`config.mk`:
```
export PLATFORM = sky130hd
export DESIGN_NAME = count_dir_decoder
export DESIGN_NICKNAME = d
export VERILOG_FILES = /design/src/rtl/count_dir_pkg.sv /design/src/rtl/sync_2ff.sv /design/src/rtl/count_dir_decoder.sv
export SDC_FILE = /design/constraint.sdc
export NUM_CORES = 1
export LEC_CHECK = 0
export ABC_AREA = 1
export CAP_MARGIN = 5
export CORE_MARGIN = 2
export CORE_UTILIZATION = 56
export DETAILED_ROUTE_END_ITERATION = 16
export PLACE_DENSITY = 0.87
export SLEW_MARGIN = 20
export SYNTH_ARGS = -nofsm -noshare
export SYNTH_HDL_FRONTEND = slang
export SYNTH_SLANG_ARGS = --single-unit
```
`constraint.sdc`:
```
create_clock -name clk -period 5.8 [get_ports clk]
set_clock_uncertainty 0.05 [all_clocks]
set_input_delay 0.58 -clock clk [delete_from_list [all_inputs] [get_ports clk]]
set_output_delay 0.58 -clock clk [all_outputs]
set_load 0.02 [all_outputs]
```
`src/rtl/count_dir_pkg.sv`:
```
// Shared types and constants for the 2-bit count direction decoder.
// The state enum and delta codes are used by the top-level decoder.
package count_dir_pkg;

    typedef enum logic {
        ST_INIT  = 1'b0,
        ST_TRACK = 1'b1
    } state_t;

    localparam logic [1:0] D_HOLD = 2'd0;
    localparam logic [1:0] D_UP   = 2'd1;
    localparam logic [1:0] D_ILL  = 2'd2;
    localparam logic [1:0] D_DN   = 2'd3;

    // Step size between two observed count values on the 4-position ring.
    function automatic logic [1:0] ring_delta(input logic [1:0] cur, input logic [1:0] last);
        return cur - last;
    endfunction

endpackage

```
`src/rtl/sync_2ff.sv`:
```
// Generic two-flop synchronizer for a bus whose bits change one value at a time.
// Both stages clear to zero on reset.
module sync_2ff #(
    parameter int WIDTH = 2
) (
    input  logic             clk,
    input  logic             reset,
    input  logic [WIDTH-1:0] d,
    output logic [WIDTH-1:0] q
);

    logic [WIDTH-1:0] s1;

    // NOTE: non-blocking assignments so q takes the previous value of s1, forming two stages.
    always_ff @(posedge clk or negedge reset) begin
        if (!reset) begin
            s1 <= '0;
            q  <= '0;
        end else begin
            s1 <= d;
            q  <= s1;
        end
    end

endmodule

```
`src/rtl/count_dir_decoder.sv`:
```
// Recovers direction and signed position from a free-running 2-bit count stream,
// flagging double jumps as sticky errors.
module count_dir_decoder
    import count_dir_pkg::*;
#(
    parameter int POS_W = 8
) (
    input  logic                    clk,
    input  logic                    reset,
    input  logic [1:0]              q_in,
    input  logic                    clr,
    output logic signed [POS_W-1:0] pos,
    output logic                    dir,
    output logic                    step,
    output logic                    err
);

    localparam logic signed [POS_W-1:0] POS_ONE = POS_W'(1);

    logic [1:0] s2;
    logic [1:0] prev;
    logic [1:0] delta;
    state_t     state;

    sync_2ff #(.WIDTH(2)) u_sync (
        .clk   (clk),
        .reset (reset),
        .d     (q_in),
        .q     (s2)
    );

    always_comb begin
        delta = ring_delta(s2, prev);
    end

    always_ff @(posedge clk or negedge reset) begin
        if (!reset) begin
            state <= ST_INIT;
            prev  <= 2'd0;
            pos   <= '0;
            dir   <= 1'b0;
            step  <= 1'b0;
            err   <= 1'b0;
        end else begin
            step <= 1'b0;
            if (clr) begin
                // Any step decoded this cycle is dropped; dir keeps its last value.
                state <= ST_INIT;
                pos   <= '0;
                err   <= 1'b0;
            end else begin
                case (state)
                    ST_INIT: begin
                        prev  <= s2;
                        state <= ST_TRACK;
                    end
                    ST_TRACK: begin
                        case (delta)
                            D_UP: begin
                                pos  <= pos + POS_ONE;
                                dir  <= 1'b1;
                                step <= 1'b1;
                                prev <= s2;
                            end
                            D_DN: begin
                                pos  <= pos - POS_ONE;
                                dir  <= 1'b0;
                                step <= 1'b1;
                                prev <= s2;
                            end
                            D_ILL: begin
                                // Resynchronise on the new value so one glitch costs one error.
                                err  <= 1'b1;
                                prev <= s2;
                            end
                            default: begin
                            end
                        endcase
                    end
                    default: state <= ST_INIT;
                endcase
            end
        end
    end

endmodule
```
==> results.txt, run 1 <==
Results of an implementation run.

From bottom edge to top edge, the die measures 47.9 um. The post-route worst setup slack is 3.60 ns. The family of cells with the greatest summed delay on the critical path is simple AND/OR/NAND/NOR gates. After clock tree synthesis, the clock-pin slew on the worst setup and hold paths is 0.12 ns.

The overall chip area is 0.00230 sq mm. The total track usage is 0.229. The CTS tree is done. The number of instances in the placed design is 174.

The final timing report lists a hold violation count of 0. The peak ir drop on the vdd network is 0.000195 V. The post-CTS setup-driven buffer insertion count is 0.

In this run, CTS created clock tree buffers numbering 3. Of the total synthesized cell area, the portion taken by AND, OR, NAND and NOR gates is 0.357. OpenSTA, run right after detailed placement, puts the worst setup slack at 3.63 ns.

The share of cell area taken by muxes after synthesis is 0. The count of state elements after synthesis is 18. In the placement report, post-DP HPWL is listed as 1.73 mm. Of the total synthesized cell area, the portion taken by full adders, half adders and majority gates is 0.0579.

For this run, the detailed router's first-pass iteration total came to 4. The count of unresolved DRC violations after routing is 0. Entering global routing, the biggest net connects 19 pins. The met3 track utilization from global routing is 0.0377. Setup repair after global routing left no endpoint under its margin.

The report counts max-capacitance violations totalling 0. According to the finish report, the design has a final net count of 164. The arrival time at the worst endpoint is 2.36 ns. The final timing report counts setup violations totalling 0. The number of hold buffers added after CTS was 0. The run finished with clean final reports. The final antenna diode tally reported by the flow is 0. Among the non-sequential cells, simple AND/OR/NAND/NOR gates take the most area.

The via count of the first global-routing pass came to 861. The slack of the worst reg-to-reg path is 3.60 ns. In the routed layout, each cell is associated on average with a via count of 5.31. The AND-OR/OR-AND share of the synthesized area is 0.0869.

Per the post-synthesis report, the nets total 144. The CTS H-tree depth is 1. The synthesized area per cell is 8.06 sq um. Summed over all failing endpoints, the final setup total negative slack is 0 ns. The pin slew with the least headroom to its limit is 0.815 ns. The most instantiated logic cell after routing is sky130_fd_sc_hd__nand2_1. CTS placed an instance of sky130_fd_sc_hd__clkbuf_4 at the clock tree root.

The source of the worst hold timing path is u_sync.s1[0]. The number of antenna violations at the first check in global routing was 0. The global-route met2 utilization is 0.352. The most used flip-flop cell after synthesis is sky130_fd_sc_hd__dfrtp_1. Power spread over the standard cell area amounts to 293 mW/mm^2.

The logs give a warning total of 26. The fraction of synthesis flops using an asynchronous set or reset pin is 1.00. The floorplan report gives the top-level pin count as 16. After floorplanning, the core was divided into 15 placement rows. The number of distinct library cell variants in the gate-level netlist after synthesis is 21. The layer flagged by global routing as most heavily used is met2. The critical path starts at prev[0]. The slowest library cell on the worst path is sky130_fd_sc_hd__dfrtp_1.

The post-synth count of flops with an enable pin is 0. TritonCTS reports the number of clock sinks as 18. Summed over all layers, the global routing overflow is 0. Counting both buffers and inverters, the worst setup path holds a total of 3. For the finished layout, the period the worst path requires is 2.20 ns. The yosys-reported design area after synthesis is 0.00108 sq mm. The cell count after synthesis came out at 134.

The violation tally recorded at the end of detailed-routing iteration 0 is 36. The met1 capacity usage during global routing is 0.312. The area growth from synthesis to layout is 20.2%. The achievable clock frequency is 454 MHz.

The worst-path maximum fanout is 5. During synthesis, Yosys emitted a total of 0 warnings. The maximum buffer depth of the clock tree is 2. The share of final-layout standard cells stronger than drive strength 1 is 0.144. The share of the core area taken by cells at floorplan is 0.612. The report lists the cells along the critical path as ha_1, inv_1, nand3_2, nand2_1, nand2_1, inv_1, ha_1, inv_1, nand2_1, nand2_2, nand2_2, nand3_2, nand2_1, nand2_1, nand3_1, nand2_1. STA classifies the critical path endpoint as a flip-flop. At the later pin of the worst-skew pair, clock insertion delay measures 0.31 ns. The critical path class is reg -> reg.

In the final report, the number of pins over their slew limit comes to 0. The most common logic cells in the final layout are 44 x sky130_fd_sc_hd__nand2_1, 21 x sky130_fd_sc_hd__inv_1, 18 x sky130_fd_sc_hd__dfrtp_1. The type of origin of the critical path is a flip-flop. The area of the mapped netlist is 0.00108 sq mm.

The stage delay of the slowest cell on the critical path is 0.40 ns. In this run the tool buffered the top-level ports with 15 buffer cells. The most numerous cell type found on the critical path is sky130_fd_sc_hd__nand2_1. The remaining number of nets flagged by the antenna check after routing is 0.

The OpenROAD report gives the critical path a required time of 5.96 ns. Of the synthesized area, sequential elements account for 0.417. The placement summary gives the final routability congestion estimate as 1.00.
[run 1: cell type report]
cell class | count | area (sq um)
clock buffers | 4 | 36.3
fillers | 150 | 467
inverters | 21 | 78.8
multi-input cells | 95 | 551
flip-flops and latches | 18 | 450
well taps | 25 | 31.3
repair buffers | 15 | 150
[run 1: layer usage]
layer	part of all wire	vias to the layer above	routed length, um
met3	0.047	7	107
met1	0.45	444	1010
met5	0	-	0
li1	-	466	-
met4	0.021	0	47
met2	0.49	28	1100
[run 1: flip-flops by register name, indices dropped and copies added (netlist names)]
register	cells
pos	8
prev	2
u_sync.q	2
u_sync.s1	2
dir	1
err	1
state	1
step	1
[run 1: power breakdown]
group / internal, mW / switching (mW) / total (mW)
registers: 0.140 / 0.0123 / 0.152
logic: 0.0556 / 0.0914 / 0.147
clock network: 0.0383 / 0.0426 / 0.0809
[run 1: worst paths after layout]
kind | endpoint | cells past startpoint
max | pos[6] | 16
min | u_sync.q[0] | 0
max reg2reg | pos[6] | 16
min reg2reg | u_sync.q[0] | 0
max in group asynchronous | prev[0] | 1
min in group asynchronous | state | 1
[run 1: kinds of logic (layout without fill, tap and decap cells)]
group           Yosys count  after routing
compound gates           14             14
flops                    18             18
simple gates             75             75
fa+ha+maj                 5              5
buf+inv                  21             40
xor+xnor                  1              1
[run 1: Yosys cell counts, types with 2 or more instances]
master | instances | area, sq um
sky130_fd_sc_hd__nand2_1 | 44 | 165
sky130_fd_sc_hd__inv_1 | 21 | 78.8
sky130_fd_sc_hd__dfrtp_1 | 18 | 450
sky130_fd_sc_hd__nand3_1 | 9 | 45.0
sky130_fd_sc_hd__nand2_2 | 6 | 37.5
sky130_fd_sc_hd__o21ai_0 | 6 | 30.0
sky130_fd_sc_hd__ha_1 | 5 | 62.6
sky130_fd_sc_hd__a21oi_1 | 4 | 20.0
sky130_fd_sc_hd__nand3_2 | 4 | 40.0
sky130_fd_sc_hd__nor2_1 | 4 | 15.0
sky130_fd_sc_hd__nand2_4 | 2 | 22.5
sky130_fd_sc_hd__nand4_1 | 2 | 12.5
[run 1: stage by stage]
step,hold slack [ns],area (sq um),power (mW),utilization
4_1_cts,0.315,1300,0.379,0.735
2_1_floorplan,0.234,1080,0.253,-
6_report,0.313,1300,0.380,0.735
5_1_grt,0.318,1300,0.399,0.735
3_5_place_dp,0.291,1260,0.300,0.715
3_3_place_gp,0.283,1260,0.294,0.715
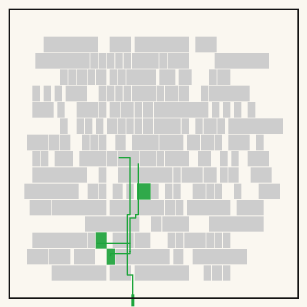
**Above:** run 1 (I/O nets highlighted).
(6 px per um)
Green stands for clr, direction input, end cells 3, buffers 1, wire 51.7 um.

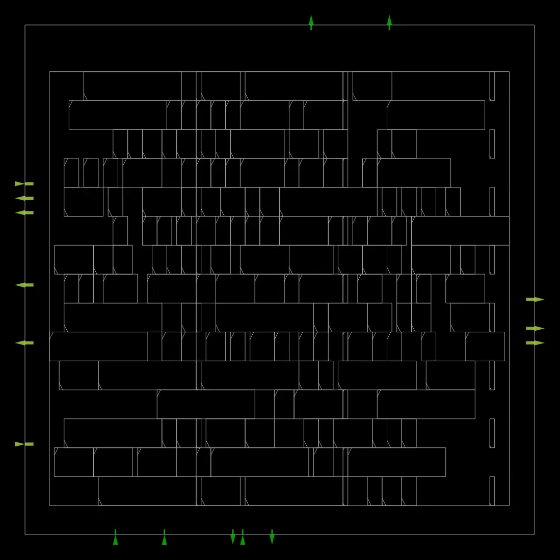
**Above:** run 1 (placed standard cells).
end-of-flow core utilization: 0.735
Filler Cells Inserted: 150
sequential share of cell area: 0.347
standard cell core area: 0.00176 sq mm

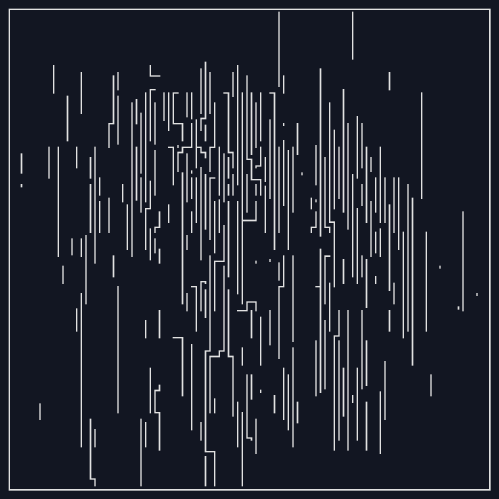
**Above:** run 1 (M2 wires).
(10 px per um)
The layer holds 49% of the routed length. 139 nets have wire on it. The wires run mostly vertical. The longest straight run is 21.1 um.
via count: 945
routed wire length: 2.27 mm

**Run 1: metal layers overlaid**

(6 px per um) Only two layers are drawn.
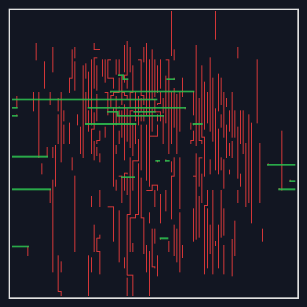

--- run 2 (diff from run 1) ---
- CORE_UTILIZATION: 56 -> 47
- PLACE_DENSITY: 0.87 -> 0.79
- clock period: 5.8 -> 1.9 ns (I/O delays scaled with it)
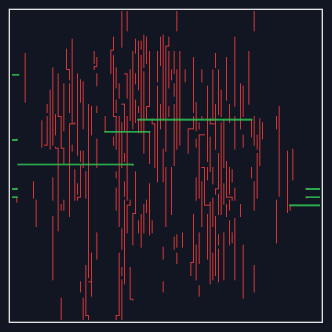
**Above:** run 2 (metal layers overlaid).
(6 px per um) Only two layers are drawn.
Red stands for metal 2, wire length 1130 um. Green stands for metal 3, wire length 57.3 um.
via count: 949
Routed WL per cell: 11.9 um
routed wire length: 2.32 mm

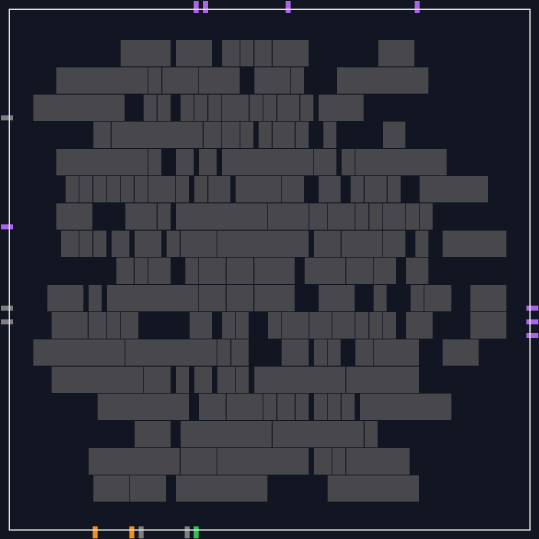
**Above:** run 2 (ports around the boundary).
(10 px per um) Pins as bars across the die edge, other pins in grey.
Orange stands for q_in, pins 2, direction input, edge south. Green stands for clr, pins 1, direction input, edge south. Purple stands for pos, pins 8, direction output, edge 4 north, 3 east, 1 west.

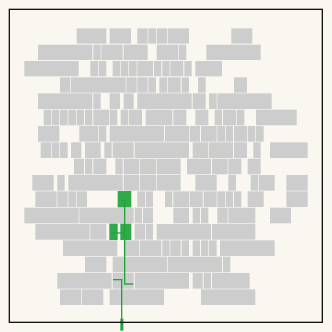
**Above:** run 2 (I/O nets highlighted).
(6 px per um)
Green stands for clr, direction input, end cells 3, buffers 1, wire 25.8 um.

==> run 2 against run 1 <==
The run now ends with setup timing left. Via count is 0.42% higher. Critical endpoint is now pos[7]. Synthesized cell count stayed put. Critical path depth is 4 lower. Hold slack worse by 0.15 ns. Die area is 17% higher. Power went up to 3.5 times the previous value. Fmax is 15% higher. First-iteration DRC count is 78% lower.
==> results.txt, run 2 <==
Results of an implementation run.

The flow ran to the end, but the final reports show violations. The checks that failed: setup timing. The worst-path maximum fanout was 5 (unchanged).

The final global-route overflow total is 0 (unchanged). The share of the synthesized area in the top cell type is 0.417 (unchanged). The number of buffers added by the clock tree synthesis step came to 3 (unchanged). The worst setup path is launched from a flip-flop. The normalized max-slew margin is 0.833.

The reported max-cap violation count is 0 (unchanged). The clock net sink count is 18 (unchanged). The die is 51.9 um wide. The synthesized area per cell is 8.06 sq um (unchanged). The area growth from synthesis to layout is 39.6%.

The number of optimization iterations in the first detailed-route pass is 4 (unchanged). The peak ir drop on the vdd network is 0.000539 V (+180%). Per the Yosys statistics, synthesis produced 134 cells.

TritonCTS built the clock tree. The yosys-reported design area after synthesis is 0.00108 sq mm (unchanged). The maximum buffer depth of the clock tree is 2 (unchanged). The final weighted congestion in routability-driven placement is 0.843 (-16%).

The pin count of the biggest net entering global routing was 19 (unchanged). The warning total across the stage logs came to 29 (+12%). The number of distinct library cell variants in the gate-level netlist after synthesis came to 21 (unchanged). The number of hold violations in the final report is 0 (unchanged).

The die span in y is 51.9 um (+8.4%). The core box area was 0.00219 sq mm (+24%). The number of top-level pins is 16 (unchanged). The most instantiated logic cell after routing is sky130_fd_sc_hd__nand2_1. The highest routing layer actually used is met4.

The synthesized netlist cell count was 134 (unchanged). The number of cells traversed by the worst register-to-register path is 12 (-4). The most common cell in the netlist is sky130_fd_sc_hd__nand2_1. Setup repair after global routing could not meet its margin everywhere.

The number of DRC markers after the initial detailed-route iteration is 8 (-78%). The clock slew seen by the registers of the worst setup and hold paths was 0.11 ns (about the same). The detailed-routing wirelength on met1 came to 1.11 mm (+10%).

The setup slack at placement is -0.0706 ns (-3.70 ns). The count of final max-slew check failures is 0 (unchanged). The number of warnings reported in the yosys synthesis log is 0 (unchanged). The number of antenna violations at the first check in global routing is 0 (unchanged). The worst endpoint required time came to 2.05 ns (-3.91 ns).

The number of cell rows is 17 (+2). The summed negative setup slack over all endpoints came to -0.00885 ns (-0.00885 ns). The number of flip-flops in the largest register came to 8 (unchanged). The total length of routed met2 wires is 1.13 mm (+2.4%). The smallest hold slack is 0.167 ns (-0.147 ns).

For reference, the top cells by count after synthesis are 44 x sky130_fd_sc_hd__nand2_1, 21 x sky130_fd_sc_hd__inv_1, 18 x sky130_fd_sc_hd__dfrtp_1. The final number of setup-violating endpoints is 1 (+1). The library cells used most frequently in the layout, excluding fill and tap cells, are 37 x sky130_fd_sc_hd__nand2_1, 18 x sky130_fd_sc_hd__dfrtp_1, 16 x sky130_fd_sc_hd__inv_1. The register with the most flip-flops in the final layout is pos.

The HPWL after detailed placement was 1.73 mm (-0.20%). The remaining number of nets flagged by the antenna check after routing is 0 (unchanged). The overall chip area came to 0.00270 sq mm (+17%).

The number of enable flip-flop cells is 0 (unchanged). The fill cell total of the finished layout is 162 (+8.0%). The power density relative to cell area is 874 mW/mm^2 (+200%). The routed length on met3 came to 57 um (-47%).

The number of nets in the layout came to 177 (+7.9%). The top cell type by total area after synthesis is sky130_fd_sc_hd__dfrtp_1. The via count of the first global-routing pass is 964 (+12%). Post-synth the commonest register cell is sky130_fd_sc_hd__dfrtp_1. The sequential share of the synthesized area was 0.417 (unchanged). The source-to-sink clock delay at the later pin of the worst-skew pair is 0.29 ns (-0.02 ns). The shortest period the worst path allows is 1.91 ns (-0.292 ns). The area of the mapped netlist is 0.00108 sq mm (unchanged).

The post-route worst setup slack is -0.00885 ns (-3.61 ns). The number of nets at floorplan is 144 (unchanged). The number of diodes added for antenna fixing is 0 (unchanged). The slack of the worst reg-to-reg path is -0.009 ns (-3.61 ns). The worst register-to-register path ends at pos[7]. The CTS H-tree depth was 1 (unchanged).

The count of unresolved DRC violations after routing came to 0 (unchanged). The reg-to-reg startpoint is prev[0]. The total of buffers placed on input and output ports is 15 (unchanged). The achievable clock frequency came to 524 MHz (+15%). The critical path class is reg -> reg.

The share of final-layout standard cells stronger than drive strength 1 is 0.325 (+0.182). The total track usage is 0.203 (-0.0256). The floorplan-stage core utilization is 0.493 (-0.119). The count of state elements after synthesis was 18 (unchanged). STA classifies the critical path endpoint as a flip-flop.

The root buffer cell chosen for the clock tree is sky130_fd_sc_hd__clkbuf_4. The last element of the critical path is pos[7]. The average vias per placed instance is 4.89 (-7.9%). The pin slew with the least headroom to its limit is 0.251 ns (-0.564 ns). The arrival time at the worst endpoint is 2.06 ns (-0.30 ns).

The number of instances in the placed design came to 189 (+8.6%). The fraction of synthesis flops using an asynchronous set or reset pin is 1.00 (unchanged). Yosys attributes the largest share of cell area to sky130_fd_sc_hd__dfrtp_1 42%, sky130_fd_sc_hd__nand2_1 15%, sky130_fd_sc_hd__inv_1 7.3%, sky130_fd_sc_hd__ha_1 5.8%, sky130_fd_sc_hd__nand3_1 4.2%. The most critical setup path has its startpoint at prev[0].
==> run 2: cell count changes in the layout (fill, tap and decap cells not counted), moves of 2 or more <==
cell	before	now
sky130_fd_sc_hd__nand2_4	2	4
sky130_fd_sc_hd__inv_2	0	5
sky130_fd_sc_hd__inv_1	21	16
sky130_fd_sc_hd__nand2_2	6	11
sky130_fd_sc_hd__nand3_2	4	2
sky130_fd_sc_hd__buf_4	0	13
sky130_fd_sc_hd__nand3_4	0	2
sky130_fd_sc_hd__ha_4	0	4
sky130_fd_sc_hd__nor2_1	4	2
sky130_fd_sc_hd__nand2_1	44	37
sky130_fd_sc_hd__ha_1	5	1
==> run 2: timing repair <==
| action | CTS | global route |
|---|---|---|
| resized | 10 | 14 |
| buffers inserted | 1 | 0 |
| pin swaps | 5 | 6 |
| endpoints found under the setup margin | 3 | 4 |
| hold buffers | 0 | 0 |
==> run 2: per-stage QoR <==
stage / util / total power [mW] / area (sq um)
CTS: 0.670 / 1.28 / 1470
floorplan: - / 0.775 / 1080
global route: 0.688 / 1.40 / 1510
global placement: 0.619 / 0.970 / 1360
finish: 0.688 / 1.32 / 1510
detailed placement: 0.619 / 0.984 / 1360
==> run 2: report_power, final <==
group	switching [mW]	internal (mW)	total, mW
logic	0.328	0.276	0.604
clock network	0.124	0.117	0.241
registers	0.0458	0.426	0.472
total	0.498	0.819	1.32
==> run 2: cell type report <==
cell class              count  area (sq um)  area share
clock buffers               4          36.3      0.0241
inverters                  21          78.8      0.0523
well taps                  28          35.0      0.0232
repair buffers             28           248       0.164
flip-flops and latches     18           450       0.299
multi-input cells          95           659       0.437
==> run 2: cells by family after synthesis <==
kind of cell,after synthesis,share of synthesized area
flip-flops,18,0.417
adder cells (fa/ha/maj),5,0.0579
AND-OR/OR-AND,14,0.0869
AND/OR/NAND/NOR,75,0.357
buffers and inverters,21,0.0730
XOR/XNOR,1,0.00811
==> run 2: worst max-delay path, stage by stage, from the launching register on <==
cell	delay [ns]
sky130_fd_sc_hd__dfrtp_1	0.43
sky130_fd_sc_hd__ha_4	0.18
sky130_fd_sc_hd__nand3b_4	0.18
sky130_fd_sc_hd__nand2_4	0.09
sky130_fd_sc_hd__nor2_4	0.06
sky130_fd_sc_hd__ha_4	0.30
sky130_fd_sc_hd__nand2_4	0.05
sky130_fd_sc_hd__nor3_2	0.14
sky130_fd_sc_hd__nand2_1	0.09
sky130_fd_sc_hd__nand2_1	0.07
sky130_fd_sc_hd__nand2_1	0.05
sky130_fd_sc_hd__nand3_1	0.08
sky130_fd_sc_hd__nand2_1	0.05
==> run 2: worst min path at each step <==
stage,start,to,cells after the start
2_1_floorplan,reset,dir,0
3_3_place_gp,u_sync.s1[1],u_sync.q[1],0
3_5_place_dp,u_sync.s1[0],u_sync.q[0],0
4_1_cts,reset,state,2
5_1_grt,reset,state,2
6_report,reset,step,2
==> run 2: per-layer routing <==
metal	global-route usage	up-vias
met1	0.271	445
met5	0	-
met3	0.0172	2
met2	0.340	13
li1	-	489
met4	0.0789	0
Power and IR drop assume default switching activity.
